==> config.mk <==
export PLATFORM = sky130hd
export DESIGN_NAME = alu_arbiter
export DESIGN_NICKNAME = d
export VERILOG_FILES = /design/src/rtl/alu_arbiter.sv
export SDC_FILE = /design/constraint.sdc
export NUM_CORES = 1
export LEC_CHECK = 0
export CAP_MARGIN = 15
export CORE_AREA = 2 2 303 305
export DETAILED_ROUTE_END_ITERATION = 8
export DIE_AREA = 0 0 305 307
export MAX_ROUTING_LAYER = met4
export PLACE_DENSITY_LB_ADDON = 0.25
export SKIP_LAST_GASP = 1
export SYNTH_ARGS = -nofsm -noshare
export SYNTH_HDL_FRONTEND = slang
export SYNTH_SLANG_ARGS = --single-unit
==> constraint.sdc <==
create_clock -name CLK -period 3.3 [get_ports CLK]
set_input_delay 0.66 -clock CLK [delete_from_list [all_inputs] [get_ports CLK]]
set_output_delay 0.66 -clock CLK [all_outputs]
set_load 0.02 [all_outputs]
==> src/rtl/alu_arbiter.sv <==
// Purpose: shares one ALU between NREQ requesters; round-robin grant, operand latch, result return.
// Latency: GNT at t, ALU_ACT at t+1, RES_VLD at t+3 (single word) or t+4 (mul); next GNT at RES_VLD+1.
// Backpressure: REQ held until GNT; ALU_RDY low holds issue; a silent ALU is aborted after TIMEOUT stalled cycles.
module alu_arbiter #(
    parameter int NREQ    = 4,
    parameter int TIMEOUT = 8
) (
    input  logic                CLK,
    input  logic                RST_N,
    input  logic [NREQ-1:0]     REQ,
    input  logic [4*NREQ-1:0]   REQ_OP,
    input  logic [2*NREQ-1:0]   REQ_MOVI,
    input  logic [32*NREQ-1:0]  REQ_A,
    input  logic [32*NREQ-1:0]  REQ_B,
    input  logic [32*NREQ-1:0]  REQ_MEM,
    input  logic [32*NREQ-1:0]  REQ_IMM,
    output logic [NREQ-1:0]     GNT,
    output logic [NREQ-1:0]     RES_VLD,
    output logic [63:0]         RES_DATA,
    output logic                RES_ERR,
    output logic                BUSY,
    output logic                ALU_RST,
    output logic                ALU_ACT,
    output logic [3:0]          ALU_OP,
    output logic [1:0]          ALU_MOVI,
    output logic [31:0]         ALU_REG_A,
    output logic [31:0]         ALU_REG_B,
    output logic [31:0]         ALU_MEM,
    output logic [31:0]         ALU_IMM,
    input  logic [31:0]         ALU_DATA,
    input  logic                ALU_RDY,
    input  logic                ALU_VLD
);

    localparam int PW = (NREQ > 1) ? $clog2(NREQ) : 1;
    localparam int TW = $clog2(TIMEOUT + 1);
    localparam logic [3:0] OP_MUL = 4'b0010;

    typedef enum logic [2:0] {
        IDLE   = 3'd0,
        ISSUE  = 3'd1,
        CAP_LO = 3'd2,
        CAP_HI = 3'd3,
        RESP   = 3'd4
    } state_t;

    state_t          state_q;
    state_t          state_d;
    logic [PW-1:0]   ptr_q;
    logic [PW-1:0]   win_idx;
    logic [PW-1:0]   cand;
    logic            win_found;
    logic            is_mul_q;
    logic            err_q;
    logic [TW-1:0]   tcnt_q;
    logic            rel_q;
    logic            grant;
    logic            stall;
    logic            to_fire;
    logic            cap_lo;
    logic            cap_hi;
    logic [3:0]      sel_op;
    logic [1:0]      sel_movi;
    logic [31:0]     sel_a;
    logic [31:0]     sel_b;
    logic [31:0]     sel_mem;
    logic [31:0]     sel_imm;

    // Round-robin search: first requester after the last owner, wrapping.
    always_comb begin
        win_found = 1'b0;
        win_idx   = '0;
        cand      = '0;
        for (int k = 1; k <= NREQ; k++) begin
            cand = PW'((int'(ptr_q) + k) % NREQ);
            if (!win_found && REQ[cand]) begin
                win_found = 1'b1;
                win_idx   = cand;
            end
        end
    end

    // Operand mux selecting the winner's slices.
    always_comb begin
        sel_op   = '0;
        sel_movi = '0;
        sel_a    = '0;
        sel_b    = '0;
        sel_mem  = '0;
        sel_imm  = '0;
        for (int i = 0; i < NREQ; i++) begin
            if (PW'(i) == win_idx) begin
                sel_op   = REQ_OP[4*i +: 4];
                sel_movi = REQ_MOVI[2*i +: 2];
                sel_a    = REQ_A[32*i +: 32];
                sel_b    = REQ_B[32*i +: 32];
                sel_mem  = REQ_MEM[32*i +: 32];
                sel_imm  = REQ_IMM[32*i +: 32];
            end
        end
    end

    // State register.
    always_ff @(posedge CLK or negedge RST_N) begin
        if (!RST_N) state_q <= IDLE;
        else        state_q <= state_d;
    end

    // Next state and per-cycle strobes; a stall on the last allowed cycle forces an error response.
    always_comb begin
        state_d = state_q;
        grant   = 1'b0;
        stall   = 1'b0;
        to_fire = 1'b0;
        cap_lo  = 1'b0;
        cap_hi  = 1'b0;
        GNT     = '0;
        RES_VLD = '0;
        ALU_ACT = 1'b0;
        case (state_q)
            IDLE: begin
                if (win_found && !ALU_RST) begin
                    grant        = 1'b1;
                    GNT[win_idx] = 1'b1;
                    state_d      = ISSUE;
                end
            end
            ISSUE: begin
                if (ALU_RDY) begin
                    ALU_ACT = 1'b1;
                    state_d = CAP_LO;
                end else begin
                    stall = 1'b1;
                end
            end
            CAP_LO: begin
                if (ALU_VLD) begin
                    cap_lo  = 1'b1;
                    state_d = is_mul_q ? CAP_HI : RESP;
                end else begin
                    stall = 1'b1;
                end
            end
            CAP_HI: begin
                if (ALU_VLD) begin
                    cap_hi  = 1'b1;
                    state_d = RESP;
                end else begin
                    stall = 1'b1;
                end
            end
            RESP: begin
                RES_VLD[ptr_q] = 1'b1;
                state_d        = IDLE;
            end
            default: state_d = IDLE;
        endcase
        if (stall && (tcnt_q == TW'(TIMEOUT - 1))) begin
            to_fire = 1'b1;
            state_d = RESP;
        end
    end

    // Winner's operands and ownership, captured only on the grant cycle.
    always_ff @(posedge CLK or negedge RST_N) begin
        if (!RST_N) begin
            ALU_OP    <= '0;
            ALU_MOVI  <= '0;
            ALU_REG_A <= '0;
            ALU_REG_B <= '0;
            ALU_MEM   <= '0;
            ALU_IMM   <= '0;
            ptr_q     <= PW'(NREQ - 1);
            is_mul_q  <= 1'b0;
        end else if (grant) begin
            ALU_OP    <= sel_op;
            ALU_MOVI  <= sel_movi;
            ALU_REG_A <= sel_a;
            ALU_REG_B <= sel_b;
            ALU_MEM   <= sel_mem;
            ALU_IMM   <= sel_imm;
            ptr_q     <= win_idx;
            is_mul_q  <= (sel_op == OP_MUL);
        end
    end

    // Stall counter, cleared at grant, shared by issue and both capture phases.
    always_ff @(posedge CLK or negedge RST_N) begin
        if (!RST_N)     tcnt_q <= '0;
        else if (grant) tcnt_q <= '0;
        else if (stall) tcnt_q <= tcnt_q + TW'(1);
    end

    // Result words and error flag; an abort returns zero data.
    always_ff @(posedge CLK or negedge RST_N) begin
        if (!RST_N) begin
            RES_DATA <= '0;
            err_q    <= 1'b0;
        end else begin
            if (grant) err_q <= 1'b0;
            if (to_fire) begin
                RES_DATA <= '0;
                err_q    <= 1'b1;
            end else if (cap_lo) begin
                RES_DATA <= {32'h0, ALU_DATA};
            end else if (cap_hi) begin
                RES_DATA[63:32] <= ALU_DATA;
            end
        end
    end

    // ALU reset: two-flop release after RST_N, plus a one-cycle pulse on abort.
    always_ff @(posedge CLK or negedge RST_N) begin
        if (!RST_N) begin
            rel_q   <= 1'b1;
            ALU_RST <= 1'b1;
        end else begin
            rel_q   <= 1'b0;
            ALU_RST <= rel_q | to_fire;
        end
    end

    assign BUSY    = (state_q != IDLE);
    assign RES_ERR = (state_q == RESP) && err_q;

endmodule
==> flow_metrics.env, run 1 <==
# flow metrics
export IMPL_setup_viol=103
export IMPL_failed_checks="setup timing"
export IMPL_worst_slack_ns=-0.406
export IMPL_maxCapViolCount=0
export IMPL_die_w_um=305
export IMPL_grt_ovfl_total=0
export IMPL_numCtsBuffers=28
export IMPL_lay_top_cells="780 x clkdlybuf4s50_1, 385 x nand2_1, 207 x dfrtp_1, 132 x a21o_1, 130 x and3_1"
export IMPL_r2r_slack_ns=-0.15
export IMPL_fa_ha_area_share_pct=0.497
export IMPL_ys_flop_type="dfrtp_1"
export IMPL_fin_crit_sh_pct=112
export IMPL_rsz0062_at_grt="yes"
export IMPL_synth_area_um2=12600
export IMPL_drt_met1_wl_um=36800
export IMPL_aoi_share_pct=29.2
export IMPL_hpwlAfterDp_um=55300
export IMPL_layout_top_cell="clkdlybuf4s50_1"
export IMPL_largest_area_cell="dfrtp_1"
export IMPL_utilization_pct=30.2
export IMPL_cp_max_fo=6
export IMPL_fmax_mhz=270
export IMPL_pwr_share_seq_pct=12.1
export IMPL_edf_count=0
export IMPL_die_h_um=307
export IMPL_ys_warn_count=0
export IMPL_seq_area_um2=5290
export IMPL_synthDistinctLibCells=51
export IMPL_placed_cells=3381
export IMPL_met3_length_um=7080
export IMPL_rr_endpoint="ALU_MEM[20]"
export IMPL_root_buffer="clkbuf_16"
export IMPL_reg2reg_depth=17
export IMPL_endpoint="GNT[1]"
export IMPL_top_cells_by_count="401 x nand2_1, 207 x dfrtp_1, 138 x and3_1"
export IMPL_drt_initial_drc_count=1208
export IMPL_grt_pass1_vias=15800
export IMPL_clkPwrFrac_pct=8.3
export IMPL_syn_nets=2060
export IMPL_p_switching_w=0.0184
export IMPL_stdcell_count=3544
export IMPL_ys_sh_mux_pct=1.23
export IMPL_chipArea_um2=93600
export IMPL_drc=0
export IMPL_timing_slew_headroom_pct=44.1
export IMPL_vias=15900
export IMPL_clkSinkCount=211
export IMPL_top_layer_used="met4"
export IMPL_gp_congestion=0.899
export IMPL_cts_tree="done"
export IMPL_cp_end_kind="output port"
export IMPL_grt_pass1_wl_um=107000
export IMPL_slowest_delay_ns=0.62
export IMPL_clk_path_buf_depth=3
export IMPL_criticalPathCategory="register to output port"
export IMPL_fillCellCount=9422
export IMPL_hold_viol=0
export IMPL_grt_start_max_net_pins=119
export IMPL_drive_gt1_share_pct=22.0
export IMPL_warning_count=35
export IMPL_top_area_share_pct=41.2
export IMPL_yosys_area_um2=12600
export IMPL_yosys_cells=1479
export IMPL_pwr_share_comb_pct=79.6
export IMPL_power_density_nw_per_um2=1400
export IMPL_p_leak_nw=11.3
export IMPL_clkTransAtPathRegs_ns=0.06
export IMPL_grt_busiest_layer="met2"
export IMPL_wl_met2_um=41800
export IMPL_cp_required_ns=2.64
export IMPL_grt_total_usage_pct=15.5
export IMPL_ant_nets=0
export IMPL_ys_seq_share_pct=42.0
export IMPL_rows=111
export IMPL_xor_area_share_pct=0.209
export IMPL_hold_path_class="input port to asynchronous set/reset pin"
export IMPL_slew_violations=0
export IMPL_status="finished with violations"
export IMPL_area_growth_syn_to_layout_pct=117
export IMPL_skew_ns=0.00679
export IMPL_worst_setup_path_start_kind="register"
export IMPL_synth_simple_area_share_pct=21.1
export IMPL_cpMaxStageDelayCell="dfstp_2"
export IMPL_htreeDepth=1
export IMPL_ys_async_sr_fraction_pct=100
export IMPL_ir_drop_mv=0.622
export IMPL_synth_area_per_cell_um2=8.50
export IMPL_logic_family="AND-OR/OR-AND gates"
export IMPL_mi_logic_area_um2=8620
export IMPL_final_nets=2910
export IMPL_cts_hold_buf=0
export IMPL_swShare_pct=48.2
export IMPL_dr_pass1_iters=5
export IMPL_vias_per_cell=4.49
export IMPL_synth_area_top_cells="dfrtp_1 41%, nand2_1 12%, a311oi_1 9.1%"
export IMPL_initCoreUtil_pct=13.9
export IMPL_synth_dominant_cell_count="nand2_1"
export IMPL_worstMarginPinSlew_ns=0.838
export IMPL_synth_flops=211
export IMPL_io_buffers=785
export IMPL_layout_min_cycle_time_ns=3.71
export IMPL_io_pins=786
export IMPL_antenna_found_initial=10
export IMPL_synthCells=1479
export IMPL_crit_chain="inv_4, ha_4, mux4_2, a211o_1, or3_4, and2_4, nor3_4, buf_6"
export IMPL_clk_latency_ns=0.60
export IMPL_core_um2=90700
export IMPL_worstPathArrival_ns=3.05
export IMPL_internal_power_w=0.0198
export IMPL_holdWs_ns=0.0949
export IMPL_r2r_start="ptr_q[0]"
export IMPL_startpoint="ptr_q[0]"
-- run 1: power groups by stage --
stage | Clock [W] | Sequential [W] | Combinational, W
2_1_floorplan | 0 | 0.00593 | 0.00851
3_3_place_gp | 0 | 0.00463 | 0.0173
3_5_place_dp | 0 | 0.00466 | 0.0174
4_1_cts | 0.00334 | 0.00463 | 0.0190
5_1_grt | 0.00341 | 0.00478 | 0.0319
6_report | 0.00319 | 0.00463 | 0.0304
-- run 1: layout make-up --
type	count	area share, %
timing repair buffer	982	40.1
multi-input combinational	1101	31.5
sequential	211	19.3
tap	1186	5.43
clock buffer	41	3.00
clock inverter	10	0.467
inverter	5	0.0778
antenna	8	0.0732
-- run 1: per-stage QoR --
stage / TNS, ns / power [W] / setup slack, ns / area [um2]
after global placement: -51.99 / 0.0219 / -0.649 / 22200
after CTS: -5.78 / 0.0269 / -0.420 / 23600
after detailed placement: -52.56 / 0.0220 / -0.664 / 22200
final: -6.62 / 0.0382 / -0.406 / 27300
after floorplan: -0.0881 / 0.0144 / -0.0578 / 12600
after global routing: -21.05 / 0.0401 / -0.530 / 27300
-- run 1: flip-flops by register name, summed over array words and instances (netlist names), 2 cells and up --
name	count
ALU_REG_B	32
ALU_MOVI	2
ALU_MEM	32
tcnt_q	4
ptr_q	2
ALU_IMM	32
RES_DATA	64
ALU_REG_A	32
ALU_OP	4
state_q	3
-- run 1: critical path: cells and delay by family (launching register included) --
kind	cells	cell delay, ns
simple gates	3	0.73
flops	1	0.62
mux	1	0.34
fa+ha+maj	1	0.29
compound gates	1	0.27
buf+inv	2	0.19
-- run 1: timing repair --
item                       4_1_cts  5_1_grt
hold endpoints to repair         0        0
pin swaps                        2       48
gates cloned                     5       49
setup endpoints to repair      105      130
resized                         69      412
setup buffers                    9       48
Run 1, congestion heat map:
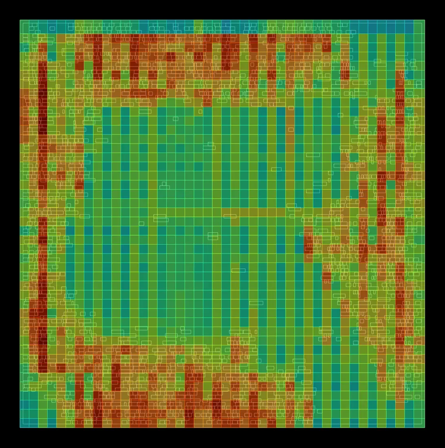
GR Layer Usage met1: 18.0%
M2 GR Usage: 26.3%
met3 Track Usage GR: 4.42%

Run 1, wiring by layer:
Two of the layers only.
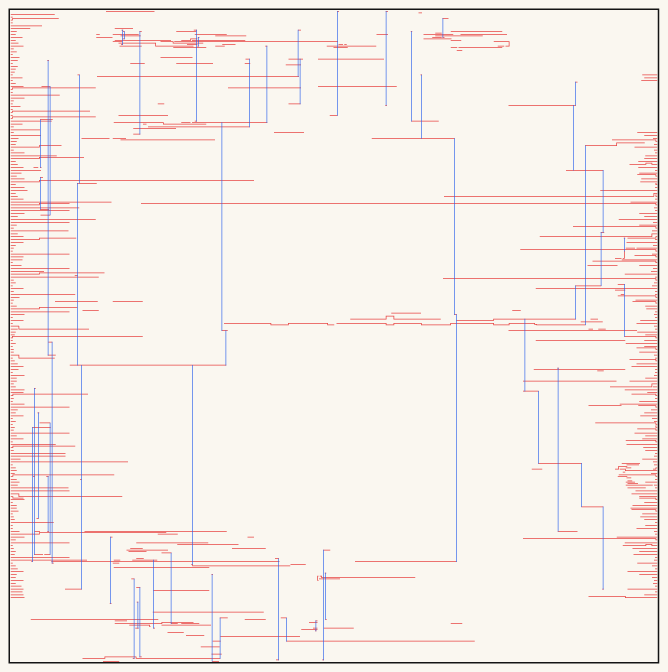
| layer | color | wire length |
|---|---|---|
| M3 | red | 7080 um |
| M4 | blue | 2470 um |
Detailed Route WL: 88200 um
drt wl/cell: 24.9 um

Run 1, M3 wires:
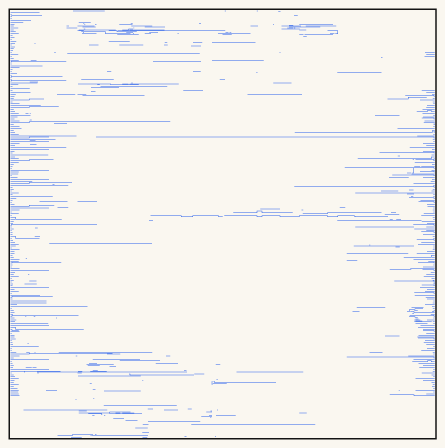
share of all routed wire: 8.0%
longest straight run: 242 um
main direction: horizontal
wire length on this layer: 7080 um
nets with wire on the layer: 506

--- run 2 (diff from run 1) ---
- MAX_ROUTING_LAYER: met4 -> not set
- SLEW_MARGIN: not set -> 20
Run 2, M3 wires:
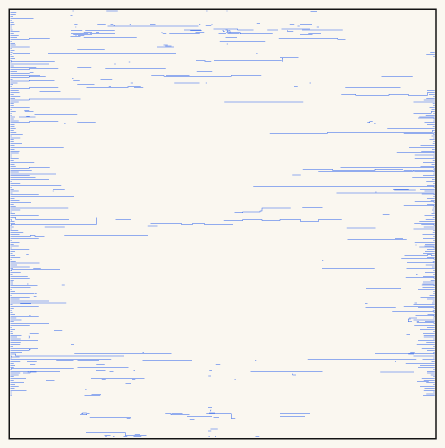
main direction: horizontal
share of all routed wire: 7.7%
wire length on this layer: 6330 um
nets with wire on the layer: 483
longest straight run: 130 um

==> flow_metrics.env, run 2 <==
# flow metrics
export IMPL_stdcell_area_um2=26600
export IMPL_antenna_found_initial=12
export IMPL_worstMarginPinSlew_ns=0.806
export IMPL_cp_top_family="simple AND/OR/NAND/NOR gates"
export IMPL_vias=15600
export IMPL_cp_end_kind="output port"
export IMPL_setup_tns_ns=-7.10
export IMPL_aoi_share_pct=29.2
export IMPL_yosys_area_um2=12600
export IMPL_rr_endpoint="is_mul_q"
export IMPL_ys_async_sr_fraction_pct=100
export IMPL_timing_slew_headroom_pct=46.3
export IMPL_placed_cells=3383
export IMPL_dr_pass1_iters=7
export IMPL_slew_violations=0
export IMPL_fin_crit_sh_pct=111
export IMPL_p_leak_nw=10.8
export IMPL_worst_setup_path_start_kind="register"
export IMPL_synth_flops=211
export IMPL_cpMaxStageDelayCell="dfstp_2"
export IMPL_setup_viol=108
export IMPL_ant_nets=0
export IMPL_htreeDepth=1
export IMPL_io_pins=786
export IMPL_grt_total_usage_pct=15.7
export IMPL_root_buffer="clkbuf_16"
export IMPL_hpwlAfterDp_um=55600
export IMPL_gp_congestion=0.908
export IMPL_final_nets=2875
export IMPL_failed_checks="setup timing"
export IMPL_cp_max_fo=4
export IMPL_status="finished with violations"
export IMPL_reg2reg_depth=13
export IMPL_skew_ns=0.0336
export IMPL_fmax_mhz=273
export IMPL_synth_area_um2=12600
export IMPL_rows=111
export IMPL_drc=0
export IMPL_ys_seq_share_pct=42.0
export IMPL_synthCells=1479
export IMPL_die_h_um=307
export IMPL_crit_chain="inv_4, ha_4, mux4_2, a211o_1, or3_4, and2_4, and3_4, buf_6"
export IMPL_synthDistinctLibCells=51
export IMPL_place_ws_ns=-0.669
export IMPL_grt_pass1_vias=16300
export IMPL_utilization_pct=29.4
export IMPL_logic_family="AND-OR/OR-AND gates"
export IMPL_warning_count=38
export IMPL_chipArea_um2=93600
export IMPL_clk_path_buf_depth=3
export IMPL_power_density_nw_per_um2=1270
export IMPL_placed_area_um2=22300
export IMPL_clkSinkCount=211
export IMPL_cp_required_ns=2.64
export IMPL_holdWs_ns=0.0564
export IMPL_lay_top_cells="780 x clkdlybuf4s50_1, 399 x nand2_1, 207 x dfrtp_1, 132 x a21o_1, 121 x and3_4"
export IMPL_r2r_start="ptr_q[0]"
export IMPL_core_um2=90700
export IMPL_edf_count=0
export IMPL_synth_dominant_cell_count="nand2_1"
export IMPL_clk_latency_ns=0.60
export IMPL_ir_drop_mv=0.766
export IMPL_regMostFlops="RES_DATA"
export IMPL_routed_wl_um=82700
export IMPL_numCtsBuffers=28
export IMPL_ys_flop_type="dfrtp_1"
export IMPL_ys_warn_count=0
export IMPL_ys_sh_mux_pct=1.23
export IMPL_worst_slack_ns=-0.369
export IMPL_largest_area_cell="dfrtp_1"
export IMPL_grt_pass1_wl_um=111000
export IMPL_hold_path_class="input port to asynchronous set/reset pin"
export IMPL_criticalPathCategory="register to output port"
export IMPL_initCoreUtil_pct=13.9
export IMPL_power_w=0.0337
export IMPL_top_area_share_pct=41.2
export IMPL_cts_hold_buf=0
export IMPL_synth_area_per_cell_um2=8.50
export IMPL_die_w_um=305
export IMPL_maxCapViolCount=0
export IMPL_hold_viol=0
export IMPL_yosys_cells=1479
export IMPL_r2r_slack_ns=-0.23
export IMPL_synth_simple_area_share_pct=21.1
export IMPL_layout_min_cycle_time_ns=3.67
export IMPL_vias_per_cell=4.44
export IMPL_worstPathArrival_ns=3.01
export IMPL_fillCellCount=9473
export IMPL_grt_ovfl_total=0
export IMPL_layout_top_cell="clkdlybuf4s50_1"
export IMPL_wl_per_cell_um=23.5
export IMPL_rsz0062_at_grt="yes"
export IMPL_worst_path_stages=8
==> run 2: worst register-to-register path, delay by kind of cell, from the launching register on <==
family | cells | cell delay (ns)
simple gates | 2 | 0.59
fa+ha+maj | 1 | 0.29
buf+inv | 5 | 0.60
compound gates | 3 | 0.88
flops | 1 | 0.59
mux | 2 | 0.49
==> run 2: power by group <==
part           leakage, nW  internal (W)  switching, W
combinational         7.71        0.0120        0.0139
clock                0.452       0.00192       0.00131
sequential            2.65       0.00386      0.000754
==> run 2: area by class of cell <==
type	instances	area [um2]	area share (%)
antenna	8	20.0	0.0752
clock buffer	44	811	3.04
clock inverter	8	135	0.507
inverter	5	21.3	0.0799
multi-input combinational	1101	8490	31.9
sequential	211	5290	19.8
tap	1186	1480	5.57
timing repair buffer	947	10400	39.0
==> run 2: worst max-delay path by stage <==
stage	startpoint	endpoint	slack (ns)
after floorplan	ptr_q[0]	GNT[3]	-0.06
after global placement	REQ[1]	ALU_IMM[15]	-0.70
after detailed placement	REQ[1]	ALU_IMM[15]	-0.67
after CTS	ptr_q[0]	GNT[1]	-0.42
after global routing	ptr_q[0]	GNT[2]	-0.47
final	ptr_q[0]	GNT[2]	-0.37
==> run 2: what timing repair did <==
action,4_1_cts,5_1_grt
cloned,17,19
endpoints found under the setup margin,126,139
resized,368,139
pin swaps,301,87
setup buffers,25,25
==> run 2: layer usage <==
metal | vias to the layer above | share of wire (%) | track usage (%)
li1 | 7072 | - | -
met1 | 7697 | 41 | 19.0
met2 | 682 | 48 | 27.0
met3 | 125 | 7.7 | 4.53
met4 | 14 | 2.7 | 4.48
met5 | - | 0.12 | 0
--- run 3 (diff from run 2) ---
- CORE_AREA: 2 2 303 305 -> 10 10 298 300
- CTS_BUF_LIST: not set -> sky130_fd_sc_hd__clkbuf_8
- DIE_AREA: 0 0 305 307 -> 0 0 308 310
==> flow_metrics.env, run 3 <==
# flow metrics
export IMPL_cp_end_kind="output port"
export IMPL_ys_seq_share_pct=42.0
export IMPL_gp_congestion=0.879
export IMPL_powerClk_w=0.00376
export IMPL_drive_gt1_share_pct=21.3
export IMPL_core_um2=82900
export IMPL_clk_latency_ns=0.63
export IMPL_worstMarginPinSlew_ns=0.934
export IMPL_status="finished with violations"
export IMPL_pg_seq_w=0.00469
export IMPL_yosys_cells=1479
export IMPL_grt_pass1_vias=16500
export IMPL_slowest_delay_ns=0.61
export IMPL_dr_pass1_iters=5
export IMPL_wl_per_cell_um=25.6
export IMPL_power_w=0.0319
export IMPL_drt_initial_drc_count=851
export IMPL_cpMaxStageDelayCell="dfstp_2"
export IMPL_crit_chain="inv_4, ha_4, mux4_2, a211o_1, or3_4, and2_4, nor3_4, buf_6"
export IMPL_aoi_share_pct=29.2
export IMPL_rows=106
export IMPL_root_buffer="clkbuf_8"
export IMPL_path_buffers=2
export IMPL_holdWs_ns=0.470
export IMPL_utilization_pct=31.2
export IMPL_worst_slack_ns=-0.414
export IMPL_worstPathArrival_ns=3.05
export IMPL_maxCapViolCount=0
export IMPL_swShare_pct=47.4
export IMPL_worst_setup_path_start_kind="register"
export IMPL_rsz0062_at_grt="yes"
export IMPL_hpwlAfterDp_um=61000
export IMPL_synth_simple_area_share_pct=21.1
export IMPL_largest_area_cell="dfrtp_1"
export IMPL_clkPwrFrac_pct=11.8
export IMPL_placed_cells=3271
export IMPL_area_growth_syn_to_layout_pct=105
export IMPL_grt_start_max_net_pins=134
export IMPL_rr_endpoint="ALU_IMM[9]"
export IMPL_synth_area_top_cells="dfrtp_1 41%, nand2_1 12%, a311oi_1 9.1%"
export IMPL_top_cells_by_count="401 x nand2_1, 207 x dfrtp_1, 138 x and3_1"
export IMPL_initCoreUtil_pct=15.2
export IMPL_synthCells=1479
export IMPL_vias_per_cell=4.52
export IMPL_setup_tns_ns=-20.72
export IMPL_pg_comb_w=0.0234
export IMPL_clkSinkCount=211
export IMPL_synthDistinctLibCells=51
export IMPL_io_pins=786
export IMPL_stdcell_count=3421
export IMPL_synth_flops=211
export IMPL_drc=0
export IMPL_skew_ns=0.0342
export IMPL_cp_top_family="simple AND/OR/NAND/NOR gates"
export IMPL_place_ws_ns=-0.833
export IMPL_clkTransAtPathRegs_ns=0.05
export IMPL_largest_register_ffs=64
export IMPL_fin_crit_sh_pct=113
export IMPL_r2r_slack_ns=-0.30
export IMPL_layout_min_cycle_time_ns=3.71
export IMPL_die_h_um=310
export IMPL_cts_tree="done"
export IMPL_grt_pass1_wl_um=117000
export IMPL_ant_nets=0
export IMPL_clk_path_buf_depth=3
export IMPL_criticalPathCategory="register to output port"
export IMPL_internal_power_w=0.0168
export IMPL_xor_area_share_pct=0.209
export IMPL_final_nets=2874
export IMPL_grt_total_usage_pct=16.3
export IMPL_lay_top_cells="780 x clkdlybuf4s50_1, 398 x nand2_1, 207 x dfrtp_1, 132 x a21o_1, 97 x a211oi_2"
export IMPL_ys_flop_type="dfrtp_1"
export IMPL_io_buffers=785
export IMPL_edf_count=0
export IMPL_ys_sh_mux_pct=1.23
export IMPL_stdcell_area_um2=25800
export IMPL_regMostFlops="RES_DATA"
export IMPL_ys_warn_count=0
export IMPL_cp_required_ns=2.64
export IMPL_hold_path_class="register to register"
export IMPL_fa_ha_area_share_pct=0.497
export IMPL_setup_viol=131
export IMPL_p_switching_w=0.0151
export IMPL_warning_count=38
export IMPL_synth_area_um2=12600
export IMPL_synth_area_per_cell_um2=8.50
export IMPL_die_w_um=308
export IMPL_failed_checks="setup timing"
export IMPL_pwr_share_seq_pct=14.7
export IMPL_power_density_nw_per_um2=1230
export IMPL_fmax_mhz=269
export IMPL_ys_async_sr_fraction_pct=100
export IMPL_layout_top_cell="clkdlybuf4s50_1"
export IMPL_numCtsBuffers=49
export IMPL_r2r_start="ptr_q[0]"
export IMPL_chipArea_um2=95500
export IMPL_hold_viol=0
export IMPL_pwr_share_comb_pct=73.5
export IMPL_p_leak_nw=10.8
export IMPL_cp_max_fo=5
export IMPL_reg2reg_depth=16
## run 3: cell counts after synthesis
Identical to the previous run, type by type.
## run 3: layout make-up
cell class	count	area (um2)
Inverter	5	21.3
Sequential cell	211	5290
Clock inverter	27	307
Tap cell	1080	1350
Multi-Input combinational cell	1101	8080
Timing Repair Buffer	925	9890
Antenna cell	8	20.0
Clock buffer	64	881
Fill cell	8546	57100
## run 3: logic make-up after synthesis
kind of cell	Yosys count
and+or+nand+nor	590
AOI/OAI and AO/OA	492
DFF	211
buffers and inverters	167
muxes	10
adders and majority gates	5
xor gates and xnor gates	3
other	1
## run 3: what timing repair did
action,4_1_cts,5_1_grt
hold buffers,1,0
pin swaps,5,207
endpoints found under the setup margin,133,116
endpoints found under the hold margin,51,0
setup buffers,11,19
gates resized,76,287
cloned,8,20
## run 3: worst max-delay path by stage
stage / from / to / cells after the start
floorplan: ptr_q[0] / GNT[3] / 12
detailed placement: REQ[0] / ALU_IMM[19] / 12
global route: ptr_q[0] / GNT[1] / 8
global placement: REQ[0] / ALU_IMM[19] / 12
finish: ptr_q[0] / GNT[1] / 8
CTS: ptr_q[0] / GNT[0] / 11
## run 3: layer usage
layer | routed length (um) | vias to the layer above | track usage, %
li1 | - | 7072 | -
met1 | 34900 | 7700 | 18.7
met2 | 44200 | 584 | 29.0
met3 | 6470 | 102 | 5.10
met4 | 1750 | 6 | 3.94
met5 | 41 | - | 0
## run 3: worst reg2reg max path: cells and delay by family, from the launching register on
| family | cells | cell delay (ns) |
|---|---|---|
| AND/OR/NAND/NOR | 2 | 0.52 |
| buffers and inverters | 8 | 1.02 |
| AND-OR/OR-AND | 4 | 0.76 |
| flip-flops | 1 | 0.61 |
| adder cells (fa/ha/maj) | 1 | 0.29 |
| multiplexers | 1 | 0.32 |
Run 3, M3 wires:
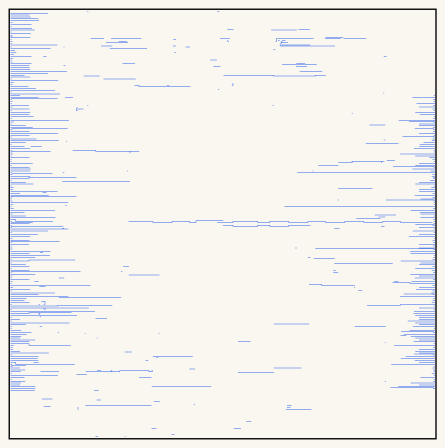
wire length on this layer: 6470 um
nets with wire on the layer: 433
main direction: horizontal
longest straight run: 109 um
share of all routed wire: 7.4%
vias: 15500
Detailed Route WL: 87400 um
met3 Track Usage GR: 5.10%

Power is estimated from default activity; no workload was simulated.
